Gate families picked out:
The bar under the picture is 20 um long.
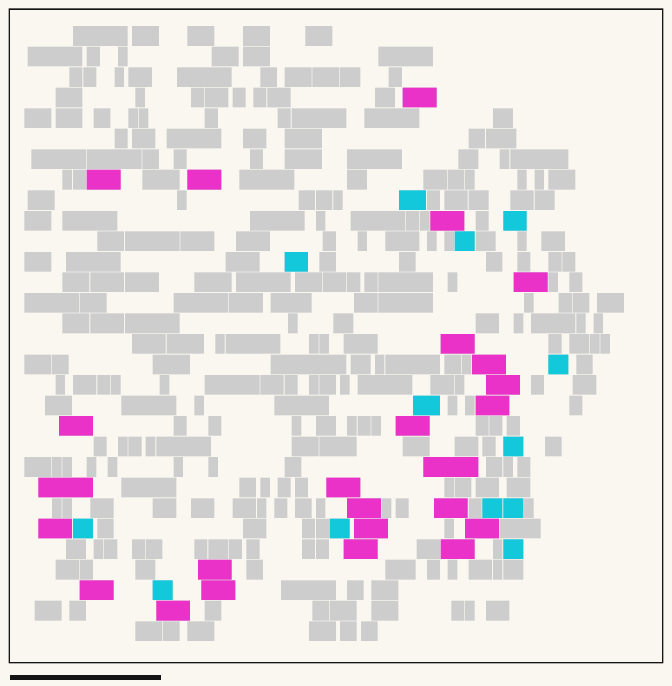
Sizing map:
The bar under the picture is 20 um long.
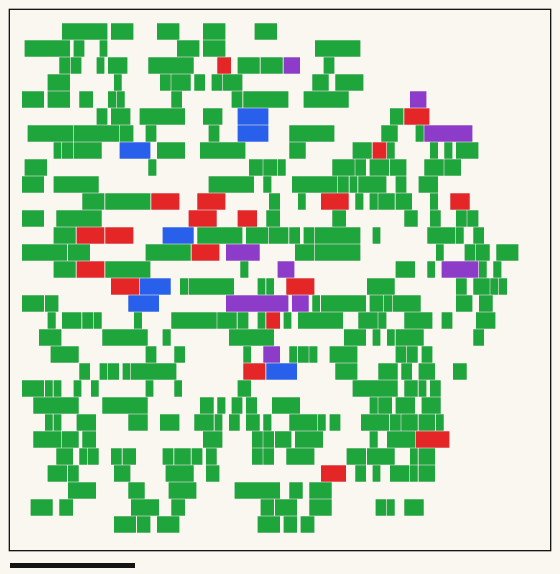
Congestion heat map:
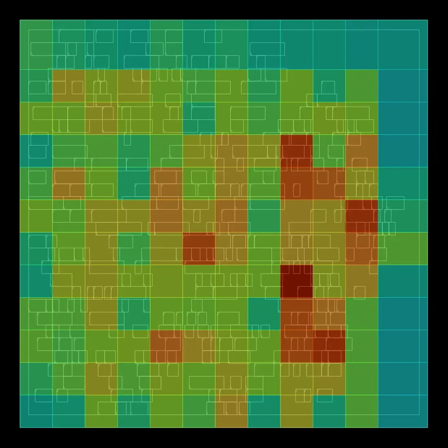
<file path="config.mk">
export PLATFORM = sky130hd
export DESIGN_NAME = syn_current_driver
export DESIGN_NICKNAME = d
export VERILOG_FILES = /design/src/rtl/syn_pkg.sv /design/src/rtl/syn_tick_gen.sv /design/src/rtl/syn_current_driver.sv
export SDC_FILE = /design/constraint.sdc
export NUM_CORES = 1
export LEC_CHECK = 0
export CELL_PAD_IN_SITES_DETAIL_PLACEMENT = 0
export CELL_PAD_IN_SITES_GLOBAL_PLACEMENT = 1
export CORE_MARGIN = 1.5
export CORE_UTILIZATION = 35
export CTS_CLUSTER_DIAMETER = 40
export CTS_CLUSTER_SIZE = 16
export DETAILED_ROUTE_END_ITERATION = 10
export PLACE_DENSITY_LB_ADDON = 0.1
export SETUP_SLACK_MARGIN = 0.4
export SKIP_LAST_GASP = 1
export SYNTH_ARGS = -nofsm -noshare
export SYNTH_HDL_FRONTEND = slang
export SYNTH_SLANG_ARGS = --single-unit
</file>
<file path="constraint.sdc">
create_clock -name clk -period 5.5 [get_ports clk]
set_clock_uncertainty 0.2 [all_clocks]
set_input_delay 1.1 -clock clk [delete_from_list [all_inputs] [get_ports clk]]
set_output_delay 1.1 -clock clk [all_outputs]
set_load 0.02 [all_outputs]
</file>
<file path="src/rtl/syn_pkg.sv">
// syn_pkg: default widths, saturation limits and the clamp helper shared by the synaptic current driver.
package syn_pkg;
   localparam int ACC_W_DEF        = 12;
   localparam int CUR_W_DEF        = 8;
   localparam int W_W_DEF          = 8;
   localparam int DECAY_SHIFT_DEF  = 2;
   localparam int DECAY_PERIOD_DEF = 4;
   localparam int ACC_MAX          = 2**ACC_W_DEF - 1;
   localparam int CUR_MAX          = 2**CUR_W_DEF - 1;
   function automatic int clamp(input int v, input int hi);
      return v < 0 ? 0 : (v > hi ? hi : v);
   endfunction
endpackage

</file>
<file path="src/rtl/syn_tick_gen.sv">
// syn_tick_gen: prescaler counting 0..DECAY_PERIOD-1; dstep marks the last count of each period.
module syn_tick_gen #(
   parameter int DECAY_PERIOD = 4
) (
   input  logic clk,
   input  logic reset,
   output logic dstep
);
   localparam int PW = DECAY_PERIOD > 1 ? $clog2(DECAY_PERIOD) : 1;
   localparam logic [PW-1:0] LAST = PW'(DECAY_PERIOD - 1);
   logic [PW-1:0] cnt;
   assign dstep = cnt == LAST;
   always_ff @(posedge clk)
      if (reset) cnt <= '0;
      else       cnt <= dstep ? '0 : cnt + 1'b1;
endmodule

</file>
<file path="src/rtl/syn_current_driver.sv">
// syn_current_driver: spike events feed a decaying accumulator whose saturated value drives the neuron current.
// Define SYN_INHIB_EN to add the inhibitory event port pair (subtracted, floored at 0).
module syn_current_driver
   import syn_pkg::*;
#(
   parameter int ACC_W        = ACC_W_DEF,
   parameter int CUR_W        = CUR_W_DEF,
   parameter int W_W          = W_W_DEF,
   parameter int DECAY_SHIFT  = DECAY_SHIFT_DEF,
   parameter int DECAY_PERIOD = DECAY_PERIOD_DEF
) (
   input  logic             clk,
   input  logic             reset,
   input  logic             spike_in,
   input  logic [W_W-1:0]   weight,
   input  logic             cnt_clr,
   output logic [CUR_W-1:0] current,
   output logic [7:0]       evt_cnt,
   output logic             tick
`ifdef SYN_INHIB_EN
   ,
   input  logic             inh_spike_in,
   input  logic [W_W-1:0]   inh_weight
`endif
);
   localparam int ACC_TOP = 2**ACC_W - 1;
   localparam int CUR_TOP = 2**CUR_W - 1;
   logic dstep, inh_v;
   logic [W_W-1:0] inh_w;
   logic [ACC_W-1:0] acc, shr, dec, a1, acc_next;
   logic signed [ACC_W+1:0] exc_t, inh_t, a2;
   logic [8:0] cnt_sum;
`ifdef SYN_INHIB_EN
   assign inh_v = inh_spike_in;
   assign inh_w = inh_weight;
`else
   assign inh_v = 1'b0;
   assign inh_w = '0;
`endif
   syn_tick_gen #(.DECAY_PERIOD(DECAY_PERIOD)) u_tick (.clk(clk), .reset(reset), .dstep(dstep));
   // Force a minimum decrement of 1 so small residues still drain to zero.
   assign shr      = acc >> DECAY_SHIFT;
   assign dec      = (shr == '0 && acc != '0) ? ACC_W'(1) : shr;
   assign a1       = dstep ? acc - dec : acc;
   assign exc_t    = spike_in ? {{(ACC_W+2-W_W){1'b0}}, weight} : '0;
   assign inh_t    = inh_v ? {{(ACC_W+2-W_W){1'b0}}, inh_w} : '0;
   assign a2       = $signed({2'b00, a1}) + exc_t - inh_t;
   assign acc_next = ACC_W'(clamp(int'(a2), ACC_TOP));
   assign cnt_sum  = {1'b0, evt_cnt} + 9'(spike_in) + 9'(inh_v);
   always_ff @(posedge clk)
      if (reset) begin
         acc     <= '0;
         current <= '0;
         evt_cnt <= '0;
         tick    <= 1'b0;
      end else begin
         acc     <= acc_next;
         current <= CUR_W'(clamp(int'(acc_next), CUR_TOP));
         evt_cnt <= cnt_clr ? 8'd0 : (cnt_sum > 9'd255 ? 8'd255 : cnt_sum[7:0]);
         tick    <= dstep;
      end
endmodule
</file>
==> impl_metrics.csv <==
group,metric,value,unit
power_and_ir_drop,p_per_area,546.0,nW/um2
worst_setup_path,slowest_stage,"fa_1",
cells_and_area,clock_cell_area_share,0.03564,
yosys,synthCells,294,
yosys,top_area_cell,"dfxtp_1",
clock_tree,tritoncts,"built",
floorplan,coreArea,6756,um2
cells_and_area,nNetsFinal,360,
cells_and_area,layout_top_cells,"dfxtp_1 (31), a21oi_1 (30), clkdlybuf4s50_1 (28)",
min_path,min_path_type,"register to register",
drt,drt_iter0_drc,66,
worst_setup_path,r2r-start,"acc[11]",
floorplan,fp_util,0.3604,
yosys,synth-main-ff-cell,"dfxtp_1",
final_timing,worst_slew_pin_slew,0.5270,ns
cells_and_area,logic_gate_count,226,
yosys,ys_cells,294,
worst_setup_path,rr_worst_depth,18,
power_and_ir_drop,ir_drop,0.0003022,V
yosys,top_area_frac,0.2549,
drt,routed_wl,5.958,mm
worst_setup_path,worstPathArrival,4.73,ns
global_route,grt_pass1_vias,2071,
worst_setup_path,crit_chain,"inv_1 > nand4_1 > a2111oi_0 > a41o_1 > ha_1 > fa_1 > and2b_1 > o2111ai_2 > and3_1 > o21ai_0 > o21ai_0 > ha_1 > nand2_1 > nor4_1 > nor3_2 > a2111oi_4 > mux2_4 > o211ai_2",
floorplan,die_area,7466,um2
final_timing,fin_setup_tns,0,ns
cells_and_area,seq_share,0.2130,
cells_and_area,seq_cells,31,
clock_tree,cts_setup_buffers,0,
cells_and_area,diodes,0,
drt,num_vias,2145,
global_route,grt_overflow_total,0,
power_and_ir_drop,p_leak,1.235,nW
global_route,grt_pass1_wl,10.04,mm
min_path,hold_end,"u_tick.cnt[0]",
placement,dp_hpwl,4.689,mm
final_timing,fmax,212.0,MHz
yosys,top_cells_by_area,"dfxtp_1 (25%), ha_1 (12%), a21oi_1 (6.2%)",
global_route,antenna_found_initial,0,
worst_setup_path,start_kind,"register",
status,status,"completed",
yosys,synth-async-reset-ratio,0,
placement,port_buffers,28,
final_timing,setup_viol,0,
worst_setup_path,rr_endpoint,"current[1]",
yosys,synth_seq_share,0.2549,
flow_run,stage_log_warnings,28,
final_timing,finalCriticalPeriod,4.717,ns
cells_and_area,drive_gt1_frac,0.1080,
worst_setup_path,cp-end-kind,"register",
power_and_ir_drop,p_sw_frac,0.4607,
min_path,min_from,"u_tick.cnt[0]",
worst_setup_path,cp_max_fo,9,
final_timing,rsz0062_at_grt,"no",
placement,gp_congestion,0.8085,
worst_setup_path,cp_top_family,"AND-OR/OR-AND gates",
power_and_ir_drop,combPwrFrac,0.665,
clock_tree,htree_levels,2,
drt,detail_route.first_pass.iterations,4,
drt,drc,0,
## Picture notes: 'gate families picked out'
Magenta marks fa/ha/maj cells, cells 25, most used ha_1. Cyan marks non-inverting ao/oa cells, cells 13, most used a21o_1.
non-filler cells, final: 404
Top cell excl fill/tap: dfxtp_1
logic share of the area: 0.5758

## Picture notes: 'sizing map'
Green marks x1 and smaller, cells 289, share 89%, most used dfxtp_1. Red marks x2, cells 19, share 5.9%, most used o211ai_2. Purple marks x3 and x4, cells 9, share 2.8%, most used buf_4. Blue marks x6 and larger, cells 7, share 2.2%, most used clkbuf_8.
Final Cell Area: 2914 um2
Plain + repair buffers: 32
final setup margin: 0.7834 ns
Layout area overhead: 19.68%

## Picture notes: 'congestion heat map'
GRT met1 Usage: 0.2401
gr busiest metal: met2
WL/cell: 14.75 um
All-Layer GR Usage: 0.1720
Finished Core Util: 0.4313

-- worst reg2reg max path, stage by stage, from the launching register on --
cell and delay (ns):
dfxtp_1 0.39, inv_1 0.10, nand4_1 0.09, a2111oi_0 0.06
a41o_1 0.25, ha_1 0.21, fa_1 0.42, and2b_1 0.24
o2111ai_2 0.21, and3_1 0.26, o21ai_0 0.14, o21ai_0 0.17
ha_1 0.41, nand2_1 0.10, nor4_1 0.40, nor3_2 0.13
a2111oi_4 0.31, mux2_4 0.41, o211ai_2 0.16
-- logic make-up (layout without fill, tap and decap cells) --
group,count (synthesis),in the layout,synth area share
multiplexers,6,6,0.02775
buffers and inverters,37,67,0.06064
adder cells (fa/ha/maj),25,25,0.1346
flip-flops,31,31,0.2549
XOR/XNOR,16,16,0.05756
AND-OR/OR-AND,84,84,0.2498
AND/OR/NAND/NOR,95,95,0.2148
-- how the worst max path moves through the flow --
stage	slack (ns)	start	endpoint	cells past startpoint
floorplan	1.31	acc[11]	current[0]	19
global placement	0.62	acc[11]	current[5]	19
detailed placement	0.65	acc[11]	current[1]	19
CTS	0.64	acc[11]	current[7]	19
global route	0.40	acc[11]	current[4]	19
finish	0.78	acc[11]	current[1]	18
-- flip-flops by register name, indices dropped and copies added (netlist names) --
signal	flops
current	8
evt_cnt	8
tick	1
acc	12
u_tick.cnt	2
-- stage by stage --
step	hold slack, ns	power, mW	instance area, um2	util	cells
after global routing	0.2602	1.745	2914	0.4313	404
after global placement	0.2237	1.399	2799	0.4143	396
after CTS	0.2331	1.597	2903	0.4296	404
final	0.2305	1.591	2914	0.4313	404
after floorplan	0.2043	1.136	2435	-	294
after detailed placement	0.2236	1.382	2799	0.4143	396
-- cells in the mapped netlist (3+ instances only) --
| cell | n |
|---|---|
| xor2_1 | 9 |
| and2_1 | 9 |
| a211oi_1 | 4 |
| ha_1 | 23 |
| mux2i_1 | 3 |
| dfxtp_1 | 31 |
| or2_2 | 3 |
| nor2b_1 | 6 |
| o21a_1 | 4 |
| nand3_1 | 8 |
| a21oi_1 | 30 |
| o2111ai_1 | 3 |
| nor3_1 | 8 |
| o211ai_2 | 8 |
| a21o_1 | 5 |
| and3_1 | 3 |
| inv_1 | 27 |
| clkbuf_1 | 7 |
| nand2b_1 | 3 |
| o21ai_0 | 10 |
| xnor2_1 | 7 |
| nor2_1 | 21 |
| nand2_1 | 19 |
-- metal layers --
layer  routed length [um]  up-vias  track usage
met1                 3037      995       0.2401
li1                     -     1105            -
met2                 2694       39       0.2713
met5                    0        -            0
met3                  165        6      0.02952
met4                   61        0      0.05132
-- timing repair --
action | in CTS | in global routing
setup endpoints to repair | 0 | 9
hold buffers | 0 | 0
resized | 0 | 2
-- power by group through the flow --
stage / clock, mW / sequential (mW) / combinational [mW]
after floorplan: 0 / 0.358 / 0.777
after global placement: 0 / 0.340 / 1.06
after detailed placement: 0 / 0.336 / 1.05
after CTS: 0.207 / 0.334 / 1.06
after global routing: 0.219 / 0.340 / 1.19
final: 0.199 / 0.334 / 1.06
Power figures rest on the tool's default switching activity, not on a simulated workload.
